Figure 1. Signal wires on met3 (run 1).
(4 px per um)
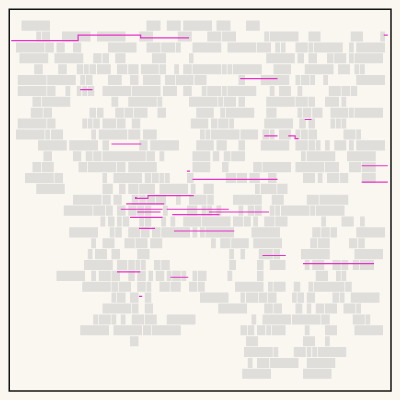
Figure 2. Met1 routing (run 1).
(3 px per um) Supply wires on this layer in gray.
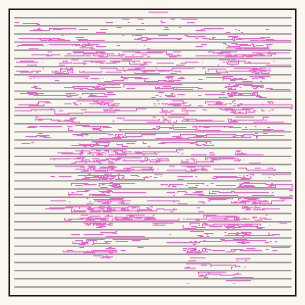
Figure 3. Placement density heat map (run 1).
(4 px per um) The die is cut into 10 by 10 equal tiles; white is low, dark blue is high, 0 to 100% covered.
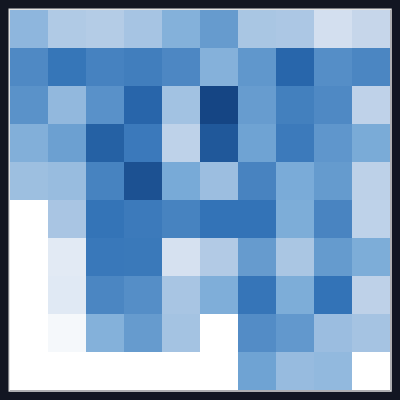
Figure 4. The clock network (run 1).
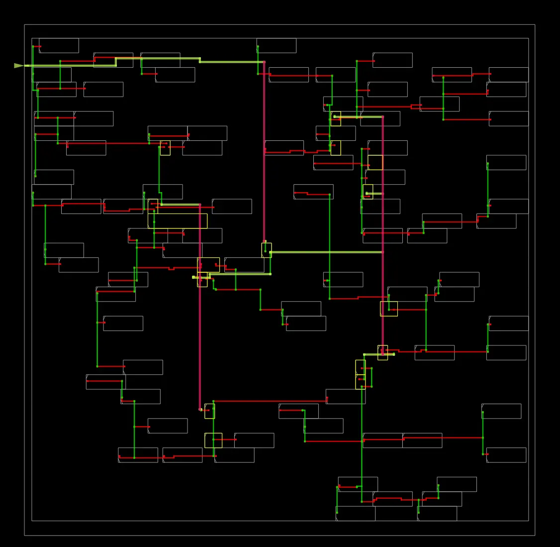
### src/rtl/dice_roller.sv
`default_nettype none
// ----------------------------------------------------------------------------
// dice_roller: debounced roll button, timed tumble, two frozen LFSR die faces.
// Rev 1.0
// ----------------------------------------------------------------------------
module dice_roller #(
  parameter int          DEBOUNCE_CYCLES = 20000,
  parameter int          STEP_CYCLES     = 50000,
  parameter int          ROLL_CYCLES     = 1000000,
  parameter logic [15:0] SEED            = 16'hACE1
) (
  input  logic       clk,
  input  logic       rst,
  input  logic       btn,
  output logic [3:0] dice1,
  output logic [3:0] dice2,
  output logic       stop,
  output logic       rolling,
  output logic [3:0] sum,
  output logic       double
);

  localparam int DB_W = (DEBOUNCE_CYCLES > 1) ? $clog2(DEBOUNCE_CYCLES) : 1;
  localparam int ST_W = (STEP_CYCLES > 1) ? $clog2(STEP_CYCLES) : 1;
  localparam int RL_W = (ROLL_CYCLES > 1) ? $clog2(ROLL_CYCLES) : 1;

  localparam logic [DB_W-1:0] DB_LAST   = DB_W'(DEBOUNCE_CYCLES - 1);
  localparam logic [ST_W-1:0] STEP_LAST = ST_W'(STEP_CYCLES - 1);
  localparam logic [RL_W-1:0] ROLL_LAST = RL_W'(ROLL_CYCLES - 1);

  typedef enum logic [1:0] {
    IDLE = 2'd0,
    ROLL = 2'd1,
    STOP = 2'd2,
    SHOW = 2'd3
  } state_t;

  state_t          state;
  logic [15:0]     lfsr;
  logic            btn_db;
  logic            db_q;
  logic [DB_W-1:0] db_cnt;
  logic [ST_W-1:0] step_cnt;
  logic [RL_W-1:0] roll_cnt;
  logic            press;

  assign press = btn_db & ~db_q;

  // Galois right-shift form of x^16+x^14+x^13+x^11+1 (tap mask 0xB400).
  function automatic logic [15:0] lfsr_next(input logic [15:0] s);
    return s[0] ? ((s >> 1) ^ 16'hB400) : (s >> 1);
  endfunction

  // Out-of-range candidates (0, 7) keep the old face so a rolled die never blanks.
  function automatic logic [3:0] pick_face(input logic [2:0] cand, input logic [3:0] prev);
    if (cand == 3'd0 || cand == 3'd7)
      return (prev == 4'd0) ? 4'd1 : prev;
    return {1'b0, cand};
  endfunction

  always_ff @(posedge clk) begin
    if (rst) begin
      state    <= IDLE;
      lfsr     <= SEED;
      btn_db   <= 1'b0;
      db_q     <= 1'b0;
      db_cnt   <= '0;
      step_cnt <= '0;
      roll_cnt <= '0;
      dice1    <= 4'd0;
      dice2    <= 4'd0;
      stop     <= 1'b0;
      rolling  <= 1'b0;
      sum      <= 4'd0;
      double   <= 1'b0;
    end else begin
      lfsr <= lfsr_next(lfsr);
      db_q <= btn_db;
      if (btn == btn_db) begin
        db_cnt <= '0;
      end else if (db_cnt == DB_LAST) begin
        btn_db <= btn;
        db_cnt <= '0;
      end else begin
        db_cnt <= db_cnt + 1'b1;
      end

      sum  <= dice1 + dice2;
      stop <= 1'b0;

      case (state)
        IDLE: begin
          dice1  <= 4'd0;
          dice2  <= 4'd0;
          double <= 1'b0;
          if (press) begin
            state    <= ROLL;
            rolling  <= 1'b1;
            roll_cnt <= '0;
            step_cnt <= '0;
          end
        end
        ROLL: begin
          if (step_cnt == '0) begin
            dice1 <= pick_face(lfsr[2:0], dice1);
            dice2 <= pick_face(lfsr[10:8], dice2);
          end
          step_cnt <= (step_cnt == STEP_LAST) ? '0 : step_cnt + 1'b1;
          roll_cnt <= roll_cnt + 1'b1;
          if (press || roll_cnt == ROLL_LAST) begin
            state   <= STOP;
            stop    <= 1'b1;
            rolling <= 1'b0;
          end
        end
        STOP: begin
          state  <= SHOW;
          double <= (dice1 == dice2);
        end
        SHOW: begin
          if (press) begin
            state    <= ROLL;
            rolling  <= 1'b1;
            roll_cnt <= '0;
            step_cnt <= '0;
            double   <= 1'b0;
          end
        end
        default: state <= IDLE;
      endcase
    end
  end

endmodule
`default_nettype wire
### config.mk
export PLATFORM = sky130hd
export DESIGN_NAME = dice_roller
export DESIGN_NICKNAME = d
export VERILOG_FILES = /design/src/rtl/dice_roller.sv
export SDC_FILE = /design/constraint.sdc
export NUM_CORES = 1
export LEC_CHECK = 0
export CAP_MARGIN = 10
export CORE_UTILIZATION = 45
export CTS_BUF_LIST = sky130_fd_sc_hd__clkbuf_2
export DETAILED_ROUTE_END_ITERATION = 8
export PLACE_DENSITY = 0.63
export SKIP_CTS_REPAIR_TIMING = 1
export SLEW_MARGIN = 30
export SYNTH_ARGS = -nofsm -noshare
export SYNTH_HDL_FRONTEND = slang
export SYNTH_SLANG_ARGS = --single-unit
### constraint.sdc
create_clock -name clk -period 3.75 [get_ports clk]
set_input_delay 1.125 -clock clk [delete_from_list [all_inputs] [get_ports clk]]
set_output_delay 1.125 -clock clk [all_outputs]
set_load 0.02 [all_outputs]
==> changes_impl.md, run 1 <==
## Flow update

- Pleak: roughly 0.0015 uW
- Register cell area after layout: 0.00168 mm^2
- Hold Path End: lfsr[11]$_SDFF_PP1_
- Die Outline Area: roughly 0.0090 mm^2
- Kind of start point of the critical path: flop
- Met2 Resource Use GR: around 29%
- Most common cell after layout, fill and taps aside: dfxtp_1
- Worst reg-to-reg path cell count: 7
- PnR Total Power: 1960 uW
- Antenna diodes: 0
- Number of standard cells reported by yosys: 439
- Worst Hold Class: reg -> reg
- Dpl cell area: approximately 0.004 mm^2
- Sink count of the clock tree: 84
- Non-clock buffer instance count of the final layout: 18
- Number of enable flip-flop cells: 0
- Relative area of non-clock buffer cells in the final design: around 4.1%
- Number of maximum-capacitance violations: 0
- #MultiIn Comb: ~330
- Flip-flop and latch count after synthesis: 84
- Number of antenna violations at the first check in global routing: 0
- First-pass GRT wire length: 12.6 mm
- Clk pwr: ~500 uW
- Worst path max stage delay: roughly 0.64 ns
- Via-per-instance ratio: approximately 5.3
- Average footprint of a synthesized cell: between 8 and 9 um^2
- Sequential area share after synthesis: between 40% and 50%
- TritonCTS clock tree: yes
- Power drawn by the sequential cells: about 1000 uW
- Number of pins exceeding their max-slew limit in the final report: 0
- Clock edge transition at the registers on the reported setup and hold paths: 0.24 ns
- Most common logic cells in the final layout: dfxtp_1 (84), nor2_1 (64), nand2_1 (33)
- Largest buffer count on any clock path: 2
- Library cell used as clock root buffer: clkbuf_2
- Highest-power group: registers
- Number of DRC violations after detailed routing: 0
- Switching power: approximately 650 uW
- Dominant kind of combinational cell: simple AND/OR/NAND/NOR gates
- Internal power contribution: roughly 1300 uW
- Result of the run: completed
- Logic share of the area: 49.0%
- Critical Path End: dice2[1]
- X dimension of the die: between 90 and 100 um
- Count of different cell masters after synthesis: roughly 54
- Chip area line of the yosys report: 0.00389 mm^2
- Power in combinational cells: 476 uW
- Compound-Gate Fraction of Synth Area: under 10%
- Xor-xnor portion of the synthesized cell area: 8.54%
- Number of warnings in the stage logs: 31
- Cell class ranked first by area: multi-input combinational cells
- Final critical path time including I/O delays and setup: between 2 and 3 ns
- Ys async rst share: 0%
- Final Setup Violations: 0
- Slowest cell on the critical path: clkdlybuf4s50_1
- Tapcell Cnt: between 100 and 150
- Post-Synth Adder-Cell Area: 4.37%
- Cells on Worst Hold Path: 1
- Metal3 WL: around 250 um
- Registers with the most flip-flops: roll_cnt: 20 flops, lfsr: 16 flops, step_cnt: 16 flops
- Slew at the pin with the worst max-slew slack: slightly below 0.6 ns
- Minimum setup slack after placement: between 1 and 1.5 ns
- PD cells: approximately 460 mW/mm^2
- Met2 WL: about 3.3 mm
- Flip-flop count of the largest register, all copies and words added: 20
- Area fraction in and, or, nand and nor cells after synthesis: just under 30%
- Htree depth: 3
- Share of layout cells above drive strength 1: approximately 8.5%
- Nets: ~470
- Setup TNS: 0 ns
- Routing layer with the top usage in global route: met2
- Post-detailed-routing wire length: between 7 and 8 mm
- Synth mux share: approximately 1.5%
- Average detailed-routed wire length per instance: between 10 and 15 um
- Biggest fanout along the worst timing path: 5
- Final worst slack: 0.982 ns
- Count of inverters other than clock inverters in the layout: 15
- Minimum setup slack among reg-to-reg paths: between 1 and 1.5 ns
- R2R Path End: roll_cnt[18]$_SDFFE_PP0P_
- Met3 Resource Use GR: under 10%
- Share of the clock period used by the worst path: approximately three quarters
- Clock network fraction of total power: around 25%
- Top routing layer used: met4
- Antenna viol nets, final: 0
- Endpoint kind of the worst setup timing path: output pin
- Timing startpoint of the critical path: dice2[1]$_SDFFE_PP0P_
- Fin cells: 564
- Top-level I/O count: 18
- Number of standard-cell rows in the floorplan: 33
- Chain of cells forming the critical path: clkdlybuf4s50_1
- Most used flip-flop cell after synthesis: dfxtp_1
- Switching share of total power: 33.0%
- Cells after Synth: 439
- Total grt overflow: 0
- Clk ins delay skew pair: 0.55 ns
- Post-Place Cells: 548
- Clock network area share: 2.86%
- Post-route met1 wirelength: between 3 and 4 mm
- Final HPWL DP: 5.11 mm
- Die Y: between 90 and 100 um
- Vias in the first global route: roughly 2800
- Critical path data required time: roughly 2.6 ns
- Hold Fails Final Rpt: 0
- Total number of cells along the worst setup path: 1
- Detailed router's first-iteration violation count: 98
- Final-layout worst hold slack: 0.430 ns
- Total global routing track utilization: 17.6%
- Tightest slew margin relative to the limit: 60.8%
- Flop pwr share: 50.5%
- Pin count of the biggest net entering global routing: 32
- Class of the most critical setup path: reg -> out
- Count of buffer and inverter cells on the critical path: 1
- Worst hold path startpoint: lfsr[12]$_SDFF_PP0_
- Met1 Usage GRT: between 20% and 30%
- Number of search-and-repair iterations in the first detailed-routing pass: 5
- Origin of the critical flop-to-flop path: state[0]$_SDFFE_PP0P_
- Area of the mapped netlist: slightly below 0.004 mm^2
- Unrepaired setup endpoints after global routing: no
- Final RePlAce weighted congestion: around 0.82
- Footprint of the multi-input gates: about 0.0021 mm^2
- CP Data Arrival Time: between 1.5 and 2 ns
- Worst IR Drop VDD: ~0.00025 V
- Yosys synthesis warning count: 0
- Count of clock buffers in the final design: 10
- Layout overhead on the synthesized area: 8.90%
- Filler cells: ~790
- Top cell family by delay on the critical path: buffers and inverters
- Largest Register: roll_cnt
- Final instance area: roughly 0.0042 mm^2
Back to the opening pictures, Figure 1:
share of all routed wire	3.4%
wire length on this layer	247 um
longest straight run	20.9 um
main direction	horizontal

Back to the opening pictures, Figure 2:
main direction	horizontal
nets with wire on the layer	441

Back to the opening pictures, Figure 3:
mean over tiles	46%
nearly empty tiles	12%
emptiest ninth of the die	lower left
fullest tile	91%
tiles over 75% full	6.0%
share of the core filled with cells: 51.1%
core region area: 0.00830 mm^2
core utilization at floorplan: 46.9%

Back to the opening pictures, Figure 4:
number of flip-flops and latches: 84
worst-case clock skew: 0.0353 ns
CTS Buf Count: 9

run 1: cell usage after synthesis, drive strengths merged, types with 5 or more instances:
cell / number / area share, %
xnor2: 19 / 4.3
or2: 6 / 0.96
inv: 15 / 1.4
or3: 9 / 1.4
a21oi: 14 / 1.8
buf: 5 / 1.2
nor3: 11 / 1.5
o21ai: 11 / 1.4
clkbuf: 10 / 0.96
dfxtp: 84 / 43
xor2: 19 / 4.3
and2: 5 / 0.87
and3: 5 / 0.80
ha: 12 / 3.9
nand4: 16 / 2.6
nand3: 23 / 3.1
a31oi: 6 / 0.96
nand2b: 8 / 1.3
nand2: 33 / 3.2
and4: 7 / 1.6
nor2: 64 / 6.2
nor4: 6 / 1.5
mux2i: 6 / 1.5
nor2b: 11 / 1.8
## Run 2: what changed since run 1
PLACE_DENSITY = 0.66   (was 0.63)
clock period = 2.26 ns   (was 3.75 ns; I/O delays follow)
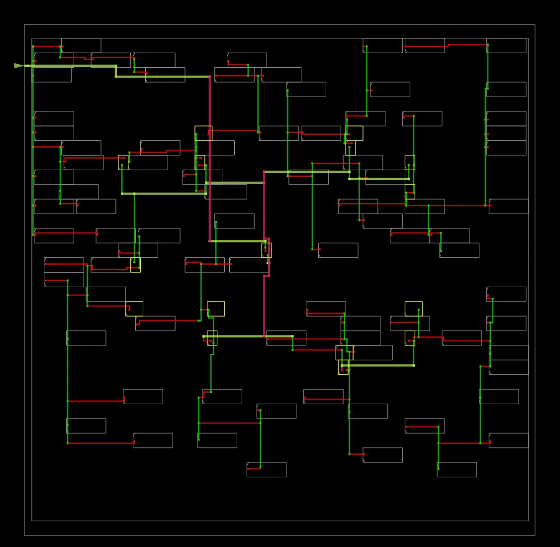
Figure 5: run 2, the clock network.
clk pwr: 706 uW
clk ins delay skew pair: 0.53 ns
count of clock buffers in the final design: 9
sink count of the clock tree: 84
worst-case clock skew: 0.0305 ns

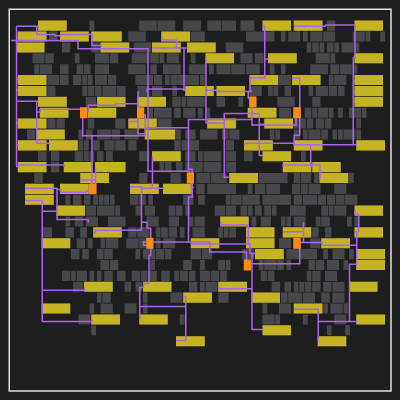
Figure 6: run 2, clock network drawn from the DEF.
(4 px per um)
[purple] clock wires | length: 985 um
[orange] clock-net drivers | count: 9
[yellow] flip-flops | count: 84
routed clock nets	10

==> changes_impl.md, run 2 <==
## Flow update

- Most common logic cells in the final layout: dfxtp_1 (81), nor2_1 (64), nand2_1 (32)
- Die Y: 95.0 um (unchanged)
- Final instance area: 0.00434 mm^2 (+2.3%)
- First-pass GRT wire length: 12.0 mm (-4.5%)
- Met3 Resource Use GR: 4.55% (+1.4 points)
- Met1 Usage GRT: 20.4% (-2.2 points)
- Sequential area share after synthesis: 43.2% (unchanged)
- Chip area line of the yosys report: 0.00389 mm^2 (unchanged)
- Tapcell Cnt: 105 (unchanged)
- Detailed router's first-iteration violation count: 84 (-14%)
- Pin count of the biggest net entering global routing: 26 (-19%)
- Result of the run: completed
- Xor-xnor portion of the synthesized cell area: 8.54% (unchanged)
- Number of maximum-capacitance violations: 0 (unchanged)
- Biggest area cells: dfxtp_1 (43%), nor2_1 (6.2%), xnor2_1 (4.3%), xor2_1 (4.3%), ha_1 (3.9%)
- Final RePlAce weighted congestion: 0.803 (-1.8%)
- Worst Hold Class: reg -> reg
- Post-Place Cells: 556 (+1.5%)
- Final critical path time including I/O delays and setup: around 2.2 ns
- Average footprint of a synthesized cell: 8.87 um^2 (unchanged)
- Share of the core filled with cells: 52.3% (+1.2 points)
- Number of search-and-repair iterations in the first detailed-routing pass: 5 (unchanged)
- Final worst slack: 0.0730 ns (-0.909 ns)
- Top routing layer used: met4
- Area fraction in and, or, nand and nor cells after synthesis: 29.6% (unchanged)
- Yosys synthesis warning count: 0 (unchanged)
- Chain of cells forming the critical path: inv_1, ha_1, or3b_4, a211o_2, or3_1, a21oi_1
- Met2 WL: 3.39 mm (+3.2%)
- Number of DRC violations after detailed routing: 0 (unchanged)
- Slew at the pin with the worst max-slew slack: 0.553 ns (-0.0353 ns)
- Logic share of the area: 48.0% (-1.0 points)
- Core utilization at floorplan: 46.9% (unchanged)
- Registers with the most flip-flops: roll_cnt: 20 flops, lfsr: 16 flops, step_cnt: 16 flops
- Htree depth: 3 (unchanged)
- Tightest slew margin relative to the limit: 63.1% (+2.4 points)
- Metal3 WL: 160 um (-35%)
- Count of buffer and inverter cells on the critical path: 1 (unchanged)
- Non-clock buffer instance count of the final layout: 28 (+10)
- Top cell family by delay on the critical path: simple AND/OR/NAND/NOR gates
- Share of the clock period used by the worst path: a little over nine tenths
- TritonCTS clock tree: yes
- Clock edge transition at the registers on the reported setup and hold paths: 0.24 ns (about the same)
- CTS Buf Count: 9 (unchanged)
- Count of inverters other than clock inverters in the layout: 15 (unchanged)
- Final HPWL DP: 5.13 mm (+0.22%)
- Slowest cell on the critical path: or3b_4
- Number of standard cells reported by yosys: 439 (unchanged)
- Most used flip-flop cell after synthesis: dfxtp_1
- Setup TNS: 0 ns (unchanged)
- Count of different cell masters after synthesis: 54 (unchanged)
- Largest buffer count on any clock path: 2 (unchanged)
- Minimum setup slack after placement: 0.0885 ns (-0.960 ns)
- Final-layout worst hold slack: 0.448 ns (+0.0182 ns)
- Nets: 480 (+2.1%)
- Compound-Gate Fraction of Synth Area: 9.09% (unchanged)
- Cells after Synth: 439 (unchanged)
- Post-Synth Adder-Cell Area: 4.37% (unchanged)
- Unrepaired setup endpoints after global routing: no
- Average detailed-routed wire length per instance: 12.7 um (-0.79%)
- Number of enable flip-flop cells: 0 (unchanged)
- Antenna diodes: 0 (unchanged)
- Largest Register: roll_cnt
- Kind of start point of the critical path: flop
## run 2: cell counts after synthesis
Identical to the previous run, type by type.
## run 2: path summary, 6_finish.rpt
kind                                       startpoint  slack [ns]                        end  cells past startpoint
worst min register to register    lfsr[12]$_SDFF_PP0_        0.45        lfsr[11]$_SDFF_PP1_                      1
worst max register to register  state[0]$_SDFFE_PP0P_        0.07  roll_cnt[10]$_SDFFE_PP0P_                      6
worst max-delay path            state[0]$_SDFFE_PP0P_        0.07  roll_cnt[10]$_SDFFE_PP0P_                      6
worst min-delay path              lfsr[12]$_SDFF_PP0_        0.45        lfsr[11]$_SDFF_PP1_                      1
## run 2: power by group
part	internal [uW]	switching (uW)	total, uW
clock	163	544	706
combinational	378	489	867
sequential	1580	66.5	1640
## Run 3: what changed since run 2
HOLD_SLACK_MARGIN = 0.02   (was unset)
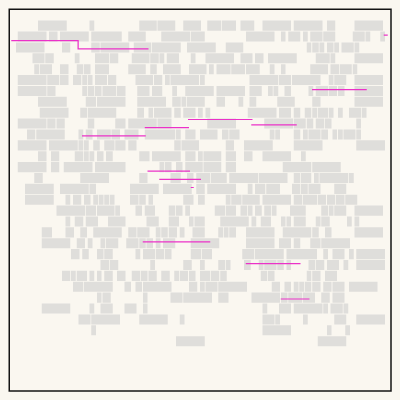
Figure 7: run 3, signal wires on met3.
(4 px per um)
longest straight run	17.5 um
main direction	horizontal
share of all routed wire	2.2%
wire length on this layer	161 um
nets with wire on the layer	6
met3 Resource Use GR: 4.55%
total number of vias: 2977
post-detailed-routing wire length: 7.28 mm

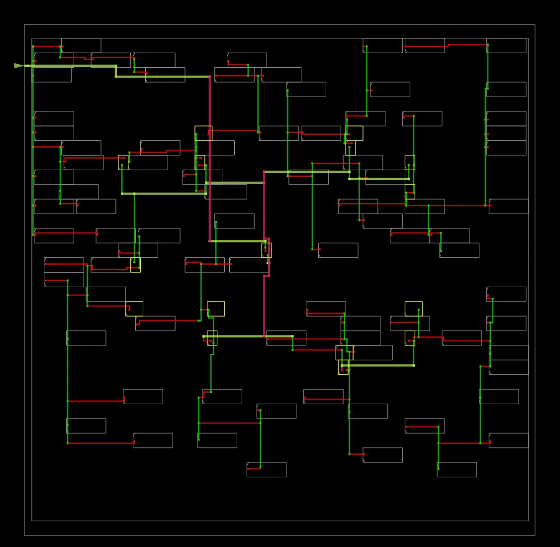
Figure 8: run 3, the clock network.

==> changes_impl.md, run 3 <==
## Flow update

- Result of the run: completed
- Antenna diodes: 0 (unchanged)
- Tapcell Cnt: 105 (unchanged)
- Average detailed-routed wire length per instance: 12.7 um (unchanged)
- Unrepaired setup endpoints after global routing: no
- Setup TNS: 0 ns (unchanged)
- Register cell area after layout: approximately 0.0017 mm^2
- Non-clock buffer instance count of the final layout: 28 (unchanged)
- Final HPWL DP: 5.13 mm (unchanged)
- Count of buffer and inverter cells on the critical path: 1 (unchanged)
- Origin of the critical flop-to-flop path: state[0]$_SDFFE_PP0P_
- Top-level I/O count: 18
- TritonCTS clock tree: yes
- Clk ins delay skew pair: 0.53 ns (about the same)
- Final Setup Violations: 0
- Die Y: 95.0 um (unchanged)
- Worst hold path startpoint: lfsr[12]$_SDFF_PP0_
- Top cell family by delay on the critical path: simple AND/OR/NAND/NOR gates
- Cell class ranked first by area: multi-input combinational cells
- Slew at the pin with the worst max-slew slack: 0.553 ns (unchanged)
- Final instance area: 0.00434 mm^2 (unchanged)
- Final worst slack: 0.0730 ns (unchanged)
- CP Data Arrival Time: about 2.6 ns
- R2R Path End: roll_cnt[10]$_SDFFE_PP0P_
- Biggest area cells: dfxtp_1 (43%), nor2_1 (6.2%), xnor2_1 (4.3%), xor2_1 (4.3%), ha_1 (3.9%)
- Number of DRC violations after detailed routing: 0 (unchanged)
- Yosys synthesis warning count: 0 (unchanged)
- Post-Place Cells: 556 (unchanged)
- Number of flip-flops and latches: ~84
- Hold Path End: lfsr[11]$_SDFF_PP1_
- Met1 Usage GRT: 20.4% (unchanged)
- Critical Path End: roll_cnt[10]$_SDFFE_PP0P_
- Most used flip-flop cell after synthesis: dfxtp_1
- First-pass GRT wire length: 12.0 mm (unchanged)
- Slowest cell on the critical path: or3b_4
- Endpoint kind of the worst setup timing path: flop
- Cells after Synth: 439 (unchanged)
- Final RePlAce weighted congestion: 0.803 (unchanged)
- Metal3 WL: 160 um (unchanged)
- Registers with the most flip-flops: roll_cnt: 20 flops, lfsr: 16 flops, step_cnt: 16 flops
- Logic share of the area: 48.0% (unchanged)
- Number of search-and-repair iterations in the first detailed-routing pass: 5 (unchanged)
- Post-synth top area cell: dfxtp_1
- Library cell used as clock root buffer: clkbuf_2
- Sink count of the clock tree: 84 (unchanged)
- Timing startpoint of the critical path: state[0]$_SDFFE_PP0P_
- Worst-case clock skew: 0.0305 ns (unchanged)
- Chain of cells forming the critical path: inv_1, ha_1, or3b_4, a211o_2, or3_1, a21oi_1
- Largest buffer count on any clock path: 2 (unchanged)
- Largest Register: roll_cnt
- Hold Fails Final Rpt: 0
- Core utilization at floorplan: 46.9% (unchanged)
- Top routing layer used: met4
- PnR Total Power: 3220 uW
- Total grt overflow: 0
- Number of standard cells reported by yosys: 439 (unchanged)
- Worst reg-to-reg path cell count: 6 (unchanged)
- Nets: 480 (unchanged)
- Detailed router's first-iteration violation count: 84 (unchanged)
- Cells on Worst Hold Path: 1 (unchanged)
- Most common logic cells in the final layout: dfxtp_1 (81), nor2_1 (64), nand2_1 (32)
- Kind of start point of the critical path: flop
- Final critical path time including I/O delays and setup: 2.19 ns (unchanged)
- Number of maximum-capacitance violations: 0 (unchanged)
- Count of different cell masters after synthesis: 54 (unchanged)
- Clock edge transition at the registers on the reported setup and hold paths: 0.24 ns (about the same)
- Average footprint of a synthesized cell: 8.87 um^2 (unchanged)
- Number of pins exceeding their max-slew limit in the final report: 0
- Tightest slew margin relative to the limit: 63.1% (unchanged)
- Count of clock buffers in the final design: 9 (unchanged)
- Worst path max stage delay: 0.46 ns
- Worst Hold Class: reg -> reg
- Total number of cells along the worst setup path: 6 (unchanged)
- CTS Buf Count: 9 (unchanged)
- Post-route met1 wirelength: between 3 and 4 mm
- Count of inverters other than clock inverters in the layout: 15 (unchanged)
- Final-layout worst hold slack: 0.448 ns (unchanged)
- Pin count of the biggest net entering global routing: 26 (unchanged)
- Minimum setup slack among reg-to-reg paths: 0.07 ns (about the same)
- Chip area line of the yosys report: 0.00389 mm^2 (unchanged)
- Met2 WL: 3.39 mm (unchanged)
- Share of the core filled with cells: 52.3% (unchanged)
- Htree depth: 3 (unchanged)
- Minimum setup slack after placement: 0.0885 ns (unchanged)
- Share of the clock period used by the worst path: 96.8% (unchanged)
- Sequential area share after synthesis: 43.2% (unchanged)
- Number of enable flip-flop cells: 0 (unchanged)
run 3: cell counts after synthesis:
No cell type changed its count.
run 3: logic make-up after synthesis:
| group | count (synthesis) | share of synthesized area (%) |
|---|---|---|
| muxes | 6 | 1.54 |
| other | 1 | 0.0963 |
| buffers and inverters | 30 | 3.57 |
| DFF | 84 | 43.2 |
| xor gates and xnor gates | 38 | 8.54 |
| adders and majority gates | 13 | 4.37 |
| AOI/OAI and AO/OA | 50 | 9.09 |
| and+or+nand+nor | 217 | 29.6 |
run 3: report_power, final:
group	total [uW]	switching (uW)	internal, uW
logic	867	489	378
clock network	706	544	163
registers	1640	66.5	1580
Power and IR drop assume default switching activity.
